Fig. 1: run 1, met3 routing
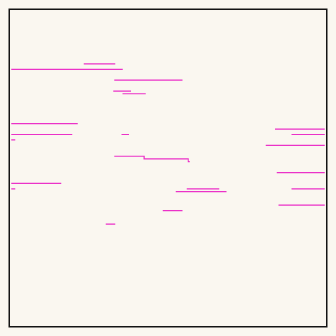
Fig. 2: run 1, placement density heat map
8 x 8 tiles, from white (low) to dark blue (high), 0 to 100% covered.
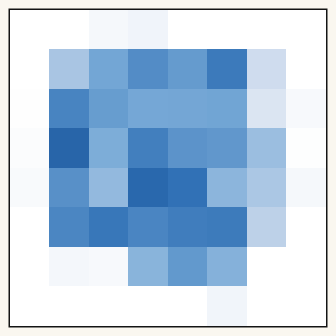
Fig. 3: run 1, ports around the boundary
Pins as bars across the die edge, other pins in gray.
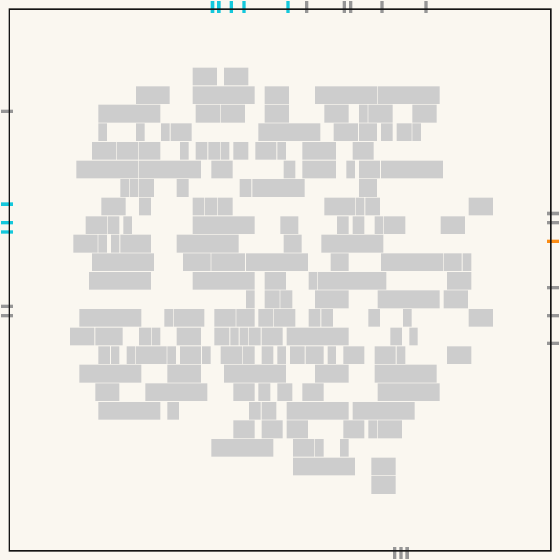
Fig. 4: run 1, placed standard cells
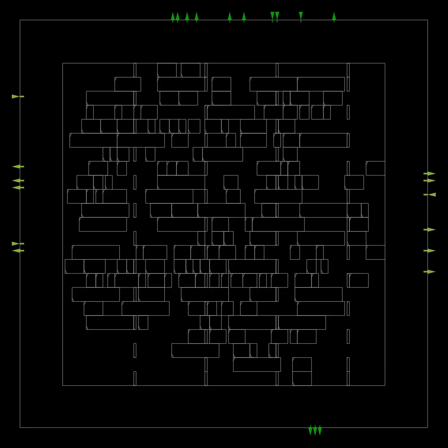
$ cat config.mk
export PLATFORM = sky130hd
export DESIGN_NAME = sa_stream_decoder
export DESIGN_NICKNAME = d
export VERILOG_FILES = /design/src/rtl/sa_stream_decoder.sv
export SDC_FILE = /design/constraint.sdc
export NUM_CORES = 1
export LEC_CHECK = 0
export CORE_MARGIN = 8
export CORE_UTILIZATION = 36
export CTS_CLUSTER_SIZE = 12
export DETAILED_ROUTE_END_ITERATION = 7
export PLACE_DENSITY = 0.58
export SYNTH_ARGS = -nofsm -noshare
export SYNTH_HDL_FRONTEND = slang
export SYNTH_SLANG_ARGS = --single-unit
$ cat constraint.sdc
create_clock -name clk -period 2.3 [get_ports clk]
set_input_delay 0.46 -clock clk [delete_from_list [all_inputs] [get_ports clk]]
set_output_delay 0.46 -clock clk [all_outputs]
set_load 0.02 [all_outputs]
$ cat src/rtl/sa_stream_decoder.sv
// Counts the ones in an L-bit window of a serial stream and returns the count on a valid/ready port.
// Defining SA_DEC_CHECK_EN adds the k_ref/match ports, which compare the result against a reference value.
module sa_stream_decoder #(
    parameter int N = 7,
    parameter int L = 1 << N
) (
    input  logic         clk,
    input  logic         rst,
`ifdef SA_DEC_CHECK_EN
    input  logic [N-1:0] k_ref,
    output logic         match,
`endif
    input  logic         start,
    input  logic         bit_valid,
    input  logic         bit_in,
    output logic [N:0]   count_out,
    output logic         out_valid,
    input  logic         out_ready,
    output logic         busy,
    output logic [N:0]   bit_idx,
    output logic         overrun
);

    typedef enum logic [1:0] {IDLE, ACCUM, HOLD} state_t;

    localparam logic [N:0] LAST_IDX = (N+1)'(L - 1);

    state_t     state, state_nx;
    logic [N:0] ones, ones_nx, bit_idx_nx, count_nx;
    logic       out_valid_nx, overrun_nx, busy_nx, start_acc;
    logic [N:0] ones_inc;

    // The sum includes the current bit, so the closing edge latches the full window.
    assign ones_inc = ones + {{N{1'b0}}, bit_in};

`ifdef SA_DEC_CHECK_EN
    logic [N-1:0] k_ref_q, k_ref_nx;
    logic         match_nx;
`endif

    always_comb begin
        state_nx     = state;
        ones_nx      = ones;
        bit_idx_nx   = bit_idx;
        count_nx     = count_out;
        out_valid_nx = out_valid;
        overrun_nx   = overrun;
        start_acc    = 1'b0;
        case (state)
            IDLE: begin
                if (start) begin
                    start_acc = 1'b1;
                    state_nx  = ACCUM;
                end
            end
            ACCUM: begin
                // A start colliding with a valid bit wins: the bit is discarded.
                if (start) begin
                    start_acc = 1'b1;
                end else if (bit_valid) begin
                    ones_nx    = ones_inc;
                    bit_idx_nx = bit_idx + (N+1)'(1);
                    if (bit_idx == LAST_IDX) begin
                        count_nx     = ones_inc;
                        out_valid_nx = 1'b1;
                        state_nx     = HOLD;
                    end
                end
            end
            HOLD: begin
                if (out_ready && start) begin
                    out_valid_nx = 1'b0;
                    start_acc    = 1'b1;
                    state_nx     = ACCUM;
                end else begin
                    if (out_ready) begin
                        out_valid_nx = 1'b0;
                        state_nx     = IDLE;
                    end
                    if (start || bit_valid) overrun_nx = 1'b1;
                end
            end
            default: state_nx = IDLE;
        endcase
        if (start_acc) begin
            ones_nx    = '0;
            bit_idx_nx = '0;
            overrun_nx = 1'b0;
        end
        busy_nx = (state_nx == ACCUM);
    end

`ifdef SA_DEC_CHECK_EN
    always_comb begin
        k_ref_nx = k_ref_q;
        match_nx = match;
        if (start_acc) begin
            k_ref_nx = k_ref;
            match_nx = 1'b0;
        end else if (state == ACCUM && bit_valid && bit_idx == LAST_IDX) begin
            match_nx = (ones_inc == {1'b0, k_ref_q});
        end
    end

    always_ff @(posedge clk or posedge rst) begin
        if (rst) begin
            k_ref_q <= '0;
            match   <= 1'b0;
        end else begin
            k_ref_q <= k_ref_nx;
            match   <= match_nx;
        end
    end
`endif

    always_ff @(posedge clk or posedge rst) begin
        if (rst) begin
            state     <= IDLE;
            ones      <= '0;
            bit_idx   <= '0;
            count_out <= '0;
            out_valid <= 1'b0;
            overrun   <= 1'b0;
            busy      <= 1'b0;
        end else begin
            state     <= state_nx;
            ones      <= ones_nx;
            bit_idx   <= bit_idx_nx;
            count_out <= count_nx;
            out_valid <= out_valid_nx;
            overrun   <= overrun_nx;
            busy      <= busy_nx;
        end
    end

endmodule
==> results.txt, run 1 <==
Summary of the current implementation state.

- The part of the power in registers is 0.497, for reference.
- The total number of nets in the final design is 180, for reference.
- By area, the combinational part of the netlist is dominated by simple AND/OR/NAND/NOR gates.
- The timing report gives the worst reg2reg path a setup slack of 690 ps.
- Sorting the synthesized cells by area gives the leading types as sky130_fd_sc_hd__dfrtp_1, sky130_fd_sc_hd__nor2_1, sky130_fd_sc_hd__xnor2_1.
- The post-route cell area is 1850 µm², for reference.
- The repair_antennas step left the layout with diodes totalling 0.
- The global-route usage over all layers is 0.102, for reference.
- The die height is 79.1 µm, for reference.
- The clock share of power is 0.443, for reference.
- The reported sequential group power is 0.517 mW, for reference.
- The count of flip-flops with a built-in enable after synthesis is 0, for reference.
- The number of standard-cell rows in the floorplan is 23, for reference.
- The actual slew at the worst max-slew pin is 376 ps, for reference.
- On the worst setup and hold paths after CTS, the clock-pin slew comes to ~60 ps.
- Setup repair after global routing left no endpoint under its margin.
- STA on the placed design reports a worst setup slack of around 140 ps.
- The number of violations reported at the end of detailed-routing iteration 0 is around 42, for reference.
- The quantity of gates resized following cts is 0, for reference.
- In this run the tightest slew margin relative to its limit is 0.749.
- For reference, the final report shows the hold violation count at 0.
- In this run the critical path is formed by clkdlybuf4s50_1 -> nand4bb_4 -> nor4_4 -> buf_4 -> nor2_1 -> a21oi_1.
- The post-placement cell area is 1750 µm².
- The critical path data required time is 2500 ps, for reference.
- The largest power group is sequential cells, for reference.
- The initial antenna violation count is 0, for reference.
- The area of the die is 6260 µm², for reference.
- The buffer depth of the longest clock path is 2, for reference.
- The effective utilization at floorplan is 0.366, for reference.
- The total clock buffers created by CTS is 5, for reference.
- Warnings raised by the tools during the run amount to 26.
- The synthesis area per yosys is roughly 1400 µm², for reference.
- The largest net degree at the start of global routing is 30, for reference.
- After detailed routing, the number of remaining DRC violations is 0.
- The xor/xnor share of the synthesized area is 0.0794, for reference.
- The net switching power of the design is 0.232 mW, for reference.
- The number of distinct library cell variants in the gate-level netlist after synthesis is 32, for reference.
- Per the skew report, the later register of the worst-skew pair sees a clock latency of 280 ps.
- Along the critical path, the tally of buffer and inverter instances is 2.
- In this run the count of I/O pins placed on the die edge is 25.
- The share of flip-flops with an asynchronous set or reset is 1.00, for reference.
- The area of the placeable core is 3910 µm², for reference.
- Setup slack on the critical path of the routed design comes to 441 ps.
- The weighted congestion reported at the end of routability-driven placement is between 0.8 and 0.9, for reference.
- The number of filler instances in the final layout is 395, for reference.
- Overall power consumption after layout is estimated at 1.04 mW.
- The number of H-tree branching levels is 2, for reference.
- The flow ran to the end, and the final reports show no timing, DRC or antenna violations.
- The via total after detailed routing is 1088, for reference.
- Measured along the x axis, the die boundary spans 79.1 µm.
- The library cells used most frequently in the layout, excluding fill and tap cells, are sky130_fd_sc_hd__dfrtp_1, sky130_fd_sc_hd__clkdlybuf4s50_1, sky130_fd_sc_hd__nor2_1.
- The first-pass GRT wire length is 4960 µm, for reference.
- The CTS tree is built, for reference.
- The cell taking the most area after synthesis is sky130_fd_sc_hd__dfrtp_1, for reference.
- The post-synthesis mux area share is 0.0157, for reference.
- The area growth from synthesis to layout is 29.1%, for reference.
- Global routing finished with a remaining overflow of 0.
- The internal power of the cells totals 0.808 mW.
- The endpoint class of the critical path is a flip-flop, for reference.
- During synthesis, Yosys emitted a total of 0 warnings.
- The arrival time of the worst setup path is 2060 ps, for reference.
- The number of failing setup endpoints in the final timing report is 0, for reference.
- The clock network consumes a total of 0.461 mW.
- The highest clock frequency the design can meet is between 500 and 600 MHz, for reference.
- Looking at the critical path, the single cell with the biggest stage delay is sky130_fd_sc_hd__clkdlybuf4s50_1.
- The via count of the first global-routing pass is 1039.
- Of the total synthesized cell area, the portion taken by AND-OR and OR-AND cells is 0.129.
- The switching share of total power is 0.223, for reference.
- The ratio of final minimum period to clock period is 0.808, for reference.
- The average detailed-routed wire length per instance is around 14 µm, for reference.
- The tally of max-capacitance violations is 0, for reference.
- After routing, the total negative slack on setup checks comes to 0 ps.
- The power density of the placed cells is 561 nW/µm², for reference.
- The quantity of I/O buffers inserted on ports is 24, for reference.
- The cell count in the Yosys report is 139, for reference.
- In this run, power in combinational logic comes to around 0.06 mW.
- The fraction of the yosys area taken by sequential cells is 0.506, for reference.
- For this run, the leading register cell type out of synthesis is sky130_fd_sc_hd__dfrtp_1.
- Summing every instance area after synthesis gives 1430 µm².
- The report shows a maximum critical-path fanout of 14.
- The most critical hold endpoint after final layout shows a slack of 494 ps.
- The post-synthesis simple-gate area fraction is 0.214, for reference.
- The post-layout minimum cycle time is 1860 ps, for reference.
- Per the final report, max-transition violations number 0.
- In the placement report, post-DP HPWL is listed as 2170 µm.
- The count of nets left with antenna violations once routing finished came out at 0.
- The report puts the hold buffer count at CTS at 0.
- The clock tree has to reach 29 sinks.
- Of the total synthesized cell area, the portion taken by full adders, half adders and majority gates is 0.0262.
- The average cell area after synthesis is 10.3 µm², for reference.
- The dominant logic cell type in the layout is sky130_fd_sc_hd__dfrtp_1, for reference.
- After detailed routing, the number of vias per cell comes to slightly below 5.
- The critical path's largest stage delay is 510 ps, for reference.
- The cell family contributing the most delay on the critical path is buffers and inverters.
- The gate count of the mapped netlist is 139, for reference.
- Of the cells placed in the final design, the portion with a size suffix greater than 1 is 0.145.
- The analysis reports a worst IR drop on VDD of roughly 0.34 mV.
- The detailed placer reported the number of placed instances as 214.
- The critical path in this run is classified as in2reg.
- After detailed routing, the total wire length is 3000 µm.
- Looking at the clock tree report, the root buffer type is sky130_fd_sc_hd__clkbuf_8.
- Counting every net in the synthesized netlist gives 148.
- The cell leakage power is 0.788 nW, for reference.
- In the final run the clock tree shows a worst skew of 6.36 ps.
- The first detailed-routing pass took 4 iterations.
- In this run, synthesis produced a sequential element count of 29.
- The buffer count from post-CTS setup fixing is 0, for reference.
- The area fraction of the dominant cell type after synthesis is 0.506, for reference.
- The power share of the combinational group is 0.059, for reference.
- The worst hold path belongs to the class reg2reg.
- The element type at the critical path start is a primary input, for reference.
- The number of non-filler instances in the completed layout is approximately 220, for reference.
-- Fig. 1 (at the start) --
The layer holds 7.4% of the routed length. The longest straight run is 27.6 µm. The layer carries 221 µm of wire. The wires run mostly horizontal.

-- Fig. 2 (at the start) --
The densest ninth of the die: middle. 3.1% of the tiles are over 75% full. The fullest tile reaches 79%. The mean over all tiles is 29%. 36% of the tiles are nearly empty.

-- Fig. 3 (at the start) --
Key: bit_idx = cyan [pins 8, direction output, edge 5 top, 3 left]; rst = orange [pins 1, direction input, edge right]

-- Fig. 4 (at the start) --
final core utilization: 0.473
flop share of the area: 0.392
Tapcells: 50

run 1: cells in the mapped netlist, types with 3 or more instances:
cell type                 instances
sky130_fd_sc_hd__dfrtp_1         29
sky130_fd_sc_hd__nor2_1          17
sky130_fd_sc_hd__nand2_1         13
sky130_fd_sc_hd__a21oi_1          9
sky130_fd_sc_hd__nor3_1           8
sky130_fd_sc_hd__xnor2_1          7
sky130_fd_sc_hd__xor2_1           6
sky130_fd_sc_hd__inv_1            5
sky130_fd_sc_hd__a211o_1          4
sky130_fd_sc_hd__a21oi_2          4
sky130_fd_sc_hd__nand3_1          4
sky130_fd_sc_hd__and3_1           3
sky130_fd_sc_hd__ha_1             3
sky130_fd_sc_hd__o21ai_0          3
run 1: per-layer routing:
metal | vias to the layer above | routed length (µm) | track usage
li1 | 547 | - | -
met1 | 508 | 1330 | 0.121
met2 | 27 | 1390 | 0.152
met3 | 6 | 220 | 0.0372
met4 | 0 | 56 | 0.0667
met5 | - | 0 | 0
run 1: state kept, by name, summed over array words and instances, names as in the netlist:
register   flops
bit_idx        8
ones           8
overrun        1
state          2
busy           1
count_out      8
out_valid      1
run 1: worst paths after layout:
kind	from	end	cells after the start
setup / recovery	start	count_out[7]	6
hold / removal	out_valid	out_valid	1
setup reg to reg	state[1]	count_out[7]	5
hold reg to reg	out_valid	out_valid	1
max in group asynchronous	rst	ones[1]	3
min in group asynchronous	rst	out_valid	3
run 1: cell type report:
cell class | count | area, µm² | area share
Sequential cell | 29 | 726 | 0.392
Multi-Input combinational cell | 101 | 666 | 0.359
Timing Repair Buffer | 29 | 278 | 0.150
Clock buffer | 7 | 96.3 | 0.0520
Tap cell | 50 | 62.6 | 0.0338
Inverter | 5 | 18.8 | 0.0101
Clock inverter | 1 | 5.00 | 0.00270
Fig. 5: run 1, clock distribution
Bar = 20 µm.
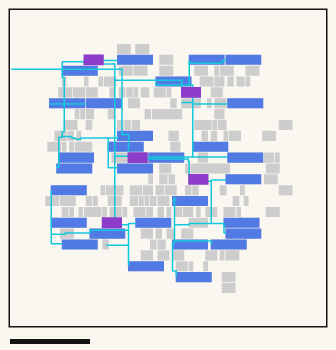

==> run 2: changes to the inputs <==
Clock period 2.3 ns to 1.85 ns, I/O delays scaled along.
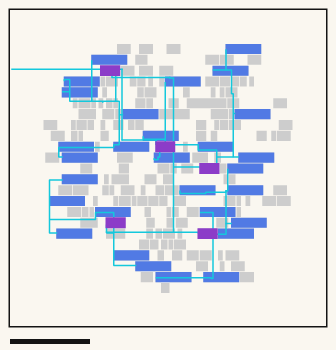
Fig. 6. Clock distribution (run 2).
Bar = 20 µm.
Key: clock wires = cyan [length 428 µm]; flip-flops = blue [count 29]; cells driving clock nets = purple [count 5]
There are 6 routed clock nets.

==> run 2 against run 1 <==
Synthesized cell count is the same. Wire length up 4.8%. Sequential power is 24% higher. Clock skew is essentially flat. Count of clock-buffer cells in the layout unchanged. Via count up 7.4%. Utilization rose by 1.1 points. Sequential share of layout area is 0.85 points lower. Power grew 20%. Register-to-register slack worse by 420 ps. Critical path depth shrank 5. Largest cell class unchanged.
==> results.txt, run 2 <==
Summary of the current implementation state.

- The detailed placer's ending HPWL is 2320 µm (+7.2%), for reference.
- The largest net degree at the start of global routing is 30 (unchanged), for reference.
- The effective utilization at floorplan is 0.366 (unchanged), for reference.
- The OpenROAD warning count is 26 (unchanged).
- The actual slew at the worst max-slew pin was 371 ps (-5.49 ps).
- The gate count of the mapped netlist is 139 (unchanged).
- The kind of cell with the highest combined delay along the critical path is buffers and inverters.
- The via-per-instance ratio came to 5.13 (+4.6%).
- The largest registers in the layout are bit_idx x8, count_out x8, ones x8.
- The number of filler instances in the final layout is 396 (+0.25%), for reference.
- The endpoint class of the critical path is a primary output, for reference.
- The initial antenna violation count is 0 (unchanged), for reference.
- The power share of the combinational group is 0.067 (+0.008), for reference.
- The minimum setup slack in the final design is 109 ps (-332 ps), for reference.
- The flow ran to the end, and the final reports show no timing, DRC or antenna violations.
- The average cell area after synthesis is 10.3 µm² (unchanged).
- The total clock buffers created by CTS was 5 (unchanged).
- The weighted congestion reported at the end of routability-driven placement is 0.799 (-4.8%), for reference.
- The number of non-filler instances in the completed layout was 228 (+2.7%).
- The overall power consumption is 1.25 mW (+20%), for reference.
- The area growth from synthesis to layout is 32.0%, for reference.
- The area of the die is 6260 µm² (unchanged), for reference.
- The area fraction of the dominant cell type after synthesis is 0.506 (unchanged), for reference.
- The clock sink count was 29 (unchanged).
- The clock share of power is 0.418 (-0.025), for reference.
- The CTS tree is built, for reference.
- The number of failing setup endpoints in the final timing report is 0 (unchanged), for reference.
- The top cell types in the final layout, fill and taps aside, are sky130_fd_sc_hd__dfrtp_1, sky130_fd_sc_hd__clkdlybuf4s50_1, sky130_fd_sc_hd__nor2_1.
- The cell count in the Yosys report is 139 (unchanged), for reference.
- The ratio of final minimum period to clock period is 0.941, for reference.
- Looking at area per cell type in the netlist, the leader is sky130_fd_sc_hd__dfrtp_1.
- The fraction of the yosys area taken by sequential cells is 0.506 (unchanged), for reference.
- The synthesis area per yosys was 1430 µm² (unchanged).
- The pre-CTS setup slack is -184 ps (-327 ps), for reference.
- The number of hold buffers added after CTS was 0 (unchanged).
- The cell-internal power was 0.969 mW (+20%).
- The total number of nets in the final design was 187 (+3.9%).
- The maximum clock skew at final layout is 6.22 ps (-0.134 ps), for reference.
- The die height was 79.1 µm (unchanged).
- The cell total after placement was 221 (+3.3%).
- The first-pass GRT wire length is 5610 µm (+13%), for reference.
- The number of standard-cell rows in the floorplan is 23 (unchanged), for reference.
- The flip-flop and latch count after synthesis came to 29 (unchanged).
- The highest clock frequency the design can meet is ~570 MHz, for reference.
- The sequential standard cell area is 726 µm² (unchanged), for reference.
- The source-to-sink clock delay at the later pin of the worst-skew pair is 280 ps (about the same), for reference.
- The detailed-route DRC error count is 0 (unchanged), for reference.
- The critical path is of the reg2out type.
- The total stage count of the critical path is 1 (-5), for reference.
- The number of violations reported at the end of detailed-routing iteration 0 came to 32 (-24%).
- The tally of max-capacitance violations is 0 (unchanged), for reference.
- The count of inserted antenna diode cells was 0 (unchanged).
- The max-slew violation count is 0 (unchanged), for reference.
- The share of flip-flops with an asynchronous set or reset was 1.00 (unchanged).
- The critical path's largest stage delay is 640 ps (+130 ps).
- The worst path in the final design needs a cycle of 1740 ps, including I/O delays and setup.
- The relative slew slack was 0.753 (+0.00366).
- The largest fanout on the critical path is 4 (-10), for reference.
- The quantity of I/O buffers inserted on ports is 24 (unchanged), for reference.
- The critical path data required time is 1480 ps (-1020 ps).
- The number of distinct library cell variants in the gate-level netlist after synthesis is 32 (unchanged), for reference.
- The arrival time of the worst setup path came to 1370 ps (-690 ps).
- The power density of the placed cells was 659 nW/µm² (+18%).
- The number of buffer and inverter instances along the worst setup path is 1 (-1).
- The switching share of total power is 0.224 (+0.00110), for reference.
- Ranked by instance count, the synthesized netlist is headed by sky130_fd_sc_hd__dfrtp_1, sky130_fd_sc_hd__nor2_1, sky130_fd_sc_hd__nand2_1.
- The cell leakage power is 0.813 nW (+3.1%), for reference.
- The number of H-tree branching levels came to 2 (unchanged).
- The combinational cell area excluding buffers and inverters is 666 µm² (unchanged), for reference.
- The global-route usage over all layers is 0.114 (+0.0118), for reference.
- The global route total overflow is 0 (unchanged).
- Setup repair after global routing left no endpoint under its margin.
- The hold slack is 465 ps (-29.1 ps), for reference.
- The dominant cell by count in the synthesized netlist is sky130_fd_sc_hd__dfrtp_1, for reference.
- Leaving out fill and tap cells, the most frequent cell in the layout is sky130_fd_sc_hd__dfrtp_1.
- The via total after detailed routing is 1169 (+7.4%).
- The count of flip-flops with a built-in enable after synthesis is 0 (unchanged), for reference.
- The element type at the critical path start is a flip-flop, for reference.
- The horizontal die dimension is 79.1 µm (unchanged).
- The setup total negative slack is 0 ps (unchanged).
- The total cell area at the placement stage is 1800 µm² (+3.0%), for reference.
- The yosys warning tally is 0 (unchanged), for reference.
- The buffer cell driving the clock tree root is sky130_fd_sc_hd__clkbuf_8, for reference.
- Yosys attributes the largest share of cell area to sky130_fd_sc_hd__dfrtp_1, sky130_fd_sc_hd__nor2_1, sky130_fd_sc_hd__xnor2_1.
- The worst hold path class is in2async, for reference.
- The cell depth of the worst flop-to-flop path came to 3 (-2).
- The buffer depth of the longest clock path was 2 (unchanged).
- The utilization after layout is 0.484 (+0.0106).
- The via count of the first global-routing pass is 1154 (+11%), for reference.
- The post-route cell area came to 1890 µm² (+2.2%).
- The CTS clock-pin slew for the worst setup and hold paths was 60 ps (about the same).
- The final hold violation count was 0 (unchanged).
- The share of layout cells above drive strength 1 is 0.169 (+0.0232).
- The cell area after synthesis is 1430 µm² (unchanged), for reference.
- The buffer count from post-CTS setup fixing was 0 (unchanged).
- Listed in order, past its start point the critical path passes clkdlybuf4s50_1.
==> run 2: repair_timing <==
| item | CTS | global route |
|---|---|---|
| endpoints found under the setup margin | 0 | 3 |
| gates resized | 0 | 1 |
| hold endpoints to repair | 0 | 0 |
==> run 2: routing by layer <==
| metal | wire length [µm] | GRT usage | part of all wire |
|---|---|---|---|
| met1 | 1350 | 0.135 | 0.43 |
| met2 | 1550 | 0.177 | 0.49 |
| met3 | 178 | 0.0440 | 0.057 |
| met4 | 57 | 0.0556 | 0.018 |
| met5 | 0 | 0 | 0 |
==> run 2: cell type report <==
type / instances / area share
clock buffer: 7 / 0.0456
tap: 50 / 0.0330
inverter: 5 / 0.00991
sequential: 29 / 0.383
multi-input combinational: 101 / 0.352
timing repair buffer: 36 / 0.176
==> run 2: power groups by stage <==
stage	sequential [mW]	combinational [mW]	clock, mW
2_1_floorplan	0.657	0.0394	0
3_3_place_gp	0.654	0.0837	0
3_5_place_dp	0.654	0.0848	0
4_1_cts	0.643	0.0856	0.542
5_1_grt	0.644	0.0939	0.569
6_report	0.643	0.0837	0.522
==> run 2: path summary, 6_finish.rpt <==
path,start,slack (ps),end
setup / recovery,bit_idx[7],110,bit_idx[7]
hold / removal,rst,470,out_valid
setup reg to reg,state[1],270,count_out[0]
hold reg to reg,out_valid,500,out_valid
max in group asynchronous,rst,1110,ones[2]
min in group clk,out_valid,500,out_valid
==> run 2: kinds of logic after synthesis <==
logic type	Yosys count	synth area share
simple gates	56	0.214
flops	29	0.506
compound gates	27	0.129
xor+xnor	13	0.0794
buf+inv	9	0.0297
fa+ha+maj	3	0.0262
mux	2	0.0157
No activity file was given, so power comes from the tool's default toggle rates.
